===== src/rtl/ram_stream_reader.sv =====
// Streams word_count consecutive RAM words from start_addr over valid/ready through a 2-entry
// skid buffer. Define RAM_STREAM_READER_WRAP_EN to let requests wrap instead of being rejected.
module ram_stream_reader #(
  parameter int unsigned ADDR_WIDTH = 5,
  parameter int unsigned DATA_WIDTH = 32
) (
  input  logic                  clk,
  input  logic                  reset,
  input  logic                  start,
  input  logic [ADDR_WIDTH-1:0] start_addr,
  input  logic [ADDR_WIDTH:0]   word_count,
  output logic [ADDR_WIDTH-1:0] raddr,
  input  logic [DATA_WIDTH-1:0] ram_dout,
  output logic [DATA_WIDTH-1:0] m_data,
  output logic                  m_valid,
  input  logic                  m_ready,
  output logic                  m_last,
  output logic                  busy,
  output logic                  done,
  output logic                  error
);

  typedef enum logic [1:0] {StIdle, StRead, StDrain} state_e;

  state_e                state_q, state_d;
  logic [ADDR_WIDTH-1:0] addr_q, raddr_q;
  logic [ADDR_WIDTH:0]   cnt_q, issued_q;
  logic                  rd_pend_q, rd_last_q, done_q;
  logic [1:0]            buf_cnt_q;
  logic [DATA_WIDTH-1:0] data0_q, data1_q;
  logic                  last0_q, last1_q;
  logic [2:0]            occ;
  logic                  pop, push, issue, idle_start, zero_req, accept, reject;

  assign idle_start = start && (state_q == StIdle);
  assign zero_req   = idle_start && (word_count == '0);
  assign accept     = idle_start && (word_count != '0) && !reject;

`ifdef RAM_STREAM_READER_WRAP_EN
  assign reject = 1'b0;
  assign error  = 1'b0;
`else
  localparam logic [ADDR_WIDTH+1:0] Depth = {2'b01, {ADDR_WIDTH{1'b0}}};
  logic [ADDR_WIDTH+1:0] req_end;
  logic                  error_q;

  assign req_end = {2'b00, start_addr} + {1'b0, word_count};
  assign reject  = idle_start && (word_count != '0) && (req_end > Depth);
  assign error   = error_q;

  always_ff @(posedge clk or posedge reset) begin
    if (reset) error_q <= 1'b0;
    else       error_q <= reject;
  end
`endif

  assign m_valid = (buf_cnt_q != 2'd0);
  assign m_data  = data0_q;
  assign m_last  = last0_q & m_valid;
  assign pop     = m_valid & m_ready;
  assign push    = rd_pend_q;
  assign done    = done_q;
  // Words already buffered or still in the RAM read pipeline.
  assign occ     = {1'b0, buf_cnt_q} + {2'b00, rd_pend_q};

  always_ff @(posedge clk or posedge reset) begin
    if (reset) state_q <= StIdle;
    else       state_q <= state_d;
  end

  always_comb begin
    state_d = state_q;
    unique case (state_q)
      StIdle:  if (accept) state_d = StRead;
      StRead:  if (issue && (issued_q + 1'b1 == cnt_q)) state_d = StDrain;
      StDrain: if (pop && m_last) state_d = StIdle;
      default: state_d = StIdle;
    endcase
  end

  always_comb begin
    issue = (state_q == StRead) && (issued_q < cnt_q) && (occ < (3'd2 + {2'b00, pop}));
    raddr = issue ? addr_q : raddr_q;
    busy  = (state_q != StIdle);
  end

  always_ff @(posedge clk or posedge reset) begin
    if (reset) begin
      addr_q    <= '0;
      raddr_q   <= '0;
      cnt_q     <= '0;
      issued_q  <= '0;
      rd_pend_q <= 1'b0;
      rd_last_q <= 1'b0;
      done_q    <= 1'b0;
    end else begin
      rd_pend_q <= issue;
      done_q    <= zero_req | ((state_q == StDrain) & pop & m_last);
      if (accept) begin
        addr_q   <= start_addr;
        cnt_q    <= word_count;
        issued_q <= '0;
      end
      if (issue) begin
        addr_q    <= addr_q + 1'b1;
        raddr_q   <= addr_q;
        issued_q  <= issued_q + 1'b1;
        rd_last_q <= (issued_q + 1'b1 == cnt_q);
      end
    end
  end

  // Skid buffer: entry 0 is the stream head, entry 1 holds the overflow word.
  always_ff @(posedge clk or posedge reset) begin
    if (reset) begin
      buf_cnt_q <= 2'd0;
      data0_q   <= '0;
      data1_q   <= '0;
      last0_q   <= 1'b0;
      last1_q   <= 1'b0;
    end else begin
      case ({push, pop})
        2'b10: begin
          if (buf_cnt_q == 2'd0) begin
            data0_q <= ram_dout;
            last0_q <= rd_last_q;
          end else begin
            data1_q <= ram_dout;
            last1_q <= rd_last_q;
          end
          buf_cnt_q <= buf_cnt_q + 2'd1;
        end
        2'b01: begin
          data0_q   <= data1_q;
          last0_q   <= last1_q;
          buf_cnt_q <= buf_cnt_q - 2'd1;
        end
        2'b11: begin
          if (buf_cnt_q == 2'd1) begin
            data0_q <= ram_dout;
            last0_q <= rd_last_q;
          end else begin
            data0_q <= data1_q;
            last0_q <= last1_q;
            data1_q <= ram_dout;
            last1_q <= rd_last_q;
          end
        end
        default: ;
      endcase
    end
  end

endmodule


===== config.mk =====
export PLATFORM = sky130hd
export DESIGN_NAME = ram_stream_reader
export DESIGN_NICKNAME = d
export VERILOG_FILES = /design/src/rtl/ram_stream_reader.sv
export SDC_FILE = /design/constraint.sdc
export NUM_CORES = 1
export LEC_CHECK = 0
export CORE_UTILIZATION = 65
export CTS_BUF_LIST = sky130_fd_sc_hd__clkbuf_4 sky130_fd_sc_hd__clkbuf_8
export CTS_CLUSTER_DIAMETER = 40
export CTS_CLUSTER_SIZE = 40
export DETAILED_ROUTE_END_ITERATION = 8
export DONT_BUFFER_PORTS = 1
export PLACE_DENSITY = 0.83
export SYNTH_ARGS = -nofsm -noshare
export SYNTH_HDL_FRONTEND = slang
export SYNTH_SLANG_ARGS = --single-unit
export TNS_END_PERCENT = 50

===== constraint.sdc =====
create_clock -name clk -period 3.9 [get_ports clk]
set_clock_uncertainty 0.2 [all_clocks]
set_input_delay 0.78 -clock clk [delete_from_list [all_inputs] [get_ports clk]]
set_output_delay 0.78 -clock clk [all_outputs]
set_load 0.01 [all_outputs]

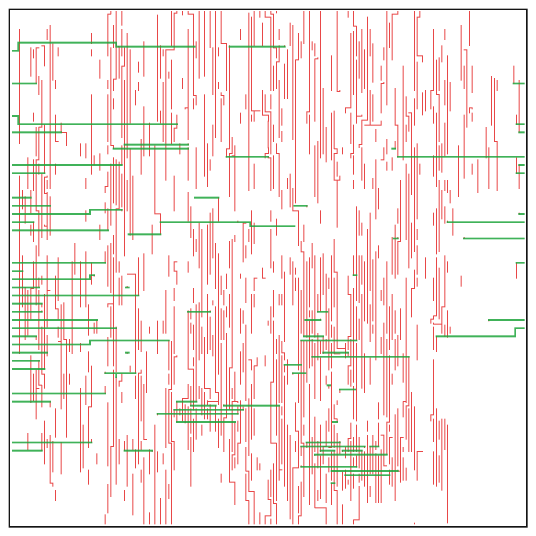
layers.png
Scale: 6 px per µm. Only two layers are drawn.
| colour | layer | wire length |
|---|---|---|
| green | M3 | 648 µm |
| red | M2 | 4,610 µm |
overall via count from detail_route: 3,218
detail-routed net length per standard cell: 18.1 µm
overall global routing resource usage: 26.1%
routed wire length: 9370 µm

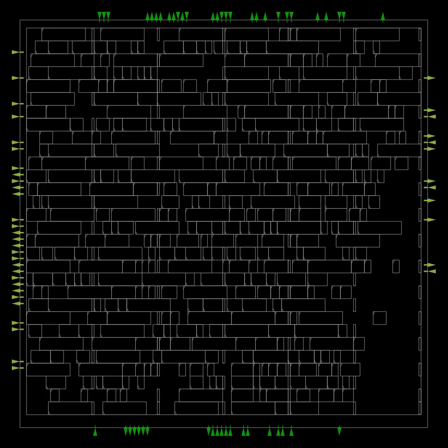
placed.png
fill cell count: 459
Flops: 96

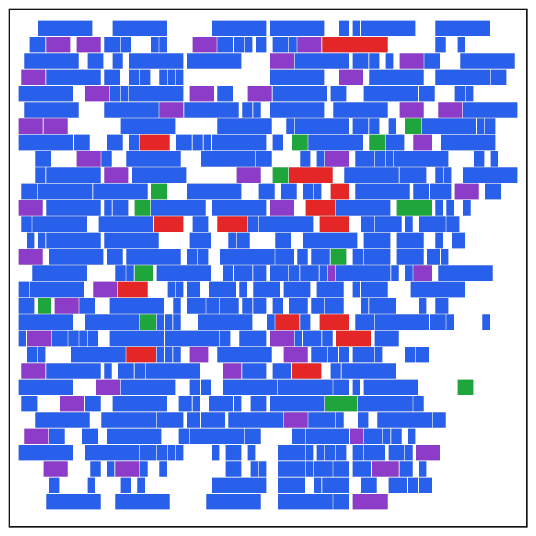
sizing.png
Scale: 6 px per µm.
| colour | size | cells |
|---|---|---|
| blue | x1 and smaller | 350 |
| purple | x2 | 45 |
| red | x6 and larger | 14 |
| green | x3 and x4 | 13 |

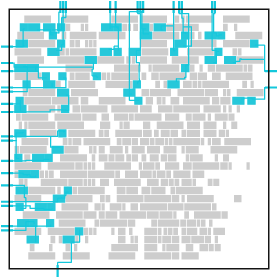
port_trees.png
Scale: 3 px per µm.
| colour | port | bits | direction | edge | end cells | wire |
|---|---|---|---|---|---|---|
| cyan | ram_dout | 32 | input | 16 left, 13 top, 2 right, 1 bottom | 64 | 593 µm |
top-level I/O count: 89
tally of buffers added on design ports: 0

==> reports/results.env <==
NNETSFINAL=485
R2R_SETUP_SLACK_NS=0.94
DOMINANT_POWER_GROUP='combinational cells'
TAPCELL.INSERTED=96
R2R-START='buf_cnt_q[0]$_DFFE_PP0P_'
NUMBER_OF_ANTENNA_VIOLATIONS_AT_THE_FIRST_CHECK_IN_GLOBAL_ROUTING=0
TOP_ROUTING_LAYER_IN_USE='met4'
WORST_EP_REQUIRED_TIME_NS=2.92
COMB_AREA_SHARE_PCT=41.2
YOSYS.AREA.TOP_TYPE_SHARE_PCT=52.4
SYNTHAOIAREAFRAC_PCT=17.1
GRT_USE_MET2_PCT=43.2
SWITCHING_POWER_mW=1.89
AREA.COMBINATIONAL_UM2=2030
POWER.SWITCHING_FRACTION_PCT=41.5
CLOCK_SINKS=96
FINAL_CELL_MIX='sky130_fd_sc_hd__dfrtp_1 (96), sky130_fd_sc_hd__nand2_1 (55), sky130_fd_sc_hd__o21ai_0 (43)'
CLK_ROOT_BUFFER_CELL='sky130_fd_sc_hd__clkbuf_8'
CLKBUF_COUNT=9
DRC=0
RELSLEWSLACK_PCT=41.5
SYNTH_CELL_TYPE_COUNT=49
POST_SYNTH_FA_HA_MAJ_AREA_FRACTION_PCT=5.89
FP_UTIL_PCT=67.5
FINAL_HOLD_VIOL_COUNT=0
CPLARGESTDELAYFAMILY='simple AND/OR/NAND/NOR gates'
DIE_HEIGHT_UM=86.0
STATUS='complete, no violations'
BUFFER_SHARE_OF_CELL_AREA_PCT=1.47
PLACE.GP.CONGESTION=0.878
PLACE_AREA_UM2=4710
LAY_TOP_COUNT='sky130_fd_sc_hd__dfrtp_1'
START_KIND='register'
USE_MET3_PCT=6.64
GRT_PASS1_WL_UM=15000
SIMPLE_SHARE_PCT=8.64
CTS_RESIZED=0
DP.FINAL_HPWL_UM=6530
MAX_CLOCK_FREQ_MHz=288
CELL_INTERNAL_PWR_mW=2.66
CTS_BUFFER_DEPTH=2
NUM-MULTI-INPUT-GATES=280
SYNTH_CELLS=419
FINAL-MAX-SLEW-VIOLATION-COUNT=0
POST_SYNTH_MAIN_AREA_CONTRIBUTORS='sky130_fd_sc_hd__dfrtp_1 (52%), sky130_fd_sc_hd__mux2_2 (8.8%), sky130_fd_sc_hd__ha_1 (5.5%)'
PLACED_INSTS=502
SLOWEST_DELAY_NS=0.47
ANTENNA_CELLS_INSERTED=0
SYNTH_SEQ_SHARE_PCT=52.4
CTS_BUFFERS=9
FINISH.CELL_COUNT_WITHOUT_FILLERS=518
BIGGESTCELLCATEGORY='registers'
RSZ_0062_RAISED_AFTER_GLOBAL_ROUTING='no'
DRIVE_GT1_SHARE_PCT=17.1
CRITPATHBUFINV=2
SETUP_VIOL=0
SEQ-CELL-SHARE_PCT=48.8
ASYNCSETRESETFLOPFRACSYNTH_PCT=100
COUNT_OF_LIBRARY_FLOPS_WITH_AN_ENABLE_PIN=0
POST_CTS.REPAIR.SETUP_BUFFERS=0
CP-END-KIND='output port'
CTS_TREE='done'
CLK_PIN_SLEW_WORST_PATHS_NS=0.10
COREAREA_UM2=6790
DRT_FIRST_ITER_VIOLATIONS=183
DIE.SIZE.X_UM=86.0
FINAL.SETUP.WORST_SLACK_NS=0.427
WORSTHOLDPATHTYPE='input pin to async pin'
POST_SYNTH_MUX_AREA_SHARE_PCT=9.60
DETAIL_ROUTE.FIRST_PASS.ITERATIONS=5
FINALCRITPERIODSHARE_PCT=89.0
PWR.GROUP.CLOCK_mW=0.673
SYNTH.TOP_CELLS.BY_COUNT='sky130_fd_sc_hd__dfrtp_1 (96), sky130_fd_sc_hd__nand2_1 (55), sky130_fd_sc_hd__o21ai_0 (43)'
PEAKVDDDROP_uV=526
CORE.ROWCOUNT=30
YOSYS_WARNINGS=0
DETAILROUTE.WIRELENGTH.MET3_UM=647
GRT_MAX_DEGREE=75
FINAL_UTIL_PCT=72.5
COMB_POWER_mW=1.95
GROUTE.LAYER.MET1.USAGE_PCT=33.7
SLOWEST_STAGE='sky130_fd_sc_hd__nor2b_1'
POWER.STATIC_LEAKAGE_nW=2.22
CLK_LATENCY_NS=0.35
GRT-OVFL-TOTAL=0
TIMING.RR.END='m_data[17]$_DFFE_PP0P_'
YOSYS_REGISTER_BITS=96
SEQCELLAREA_UM2=2400
[worst max path at each step]
stage	from	endpoint	slack [ns]	depth (start not counted)
4_1_cts	buf_cnt_q[0]$_DFFE_PP0P_	raddr[1]	0.39	8
3_3_place_gp	start_addr[0]	cnt_q[0]$_DFFE_PP0P_	0.80	9
6_report	buf_cnt_q[0]$_DFFE_PP0P_	raddr[1]	0.43	8
3_5_place_dp	start_addr[0]	cnt_q[0]$_DFFE_PP0P_	0.71	9
2_1_floorplan	reset	addr_q[0]$_DFFE_PP0P_	0.41	1
5_1_grt	buf_cnt_q[0]$_DFFE_PP0P_	raddr[3]	0.18	8
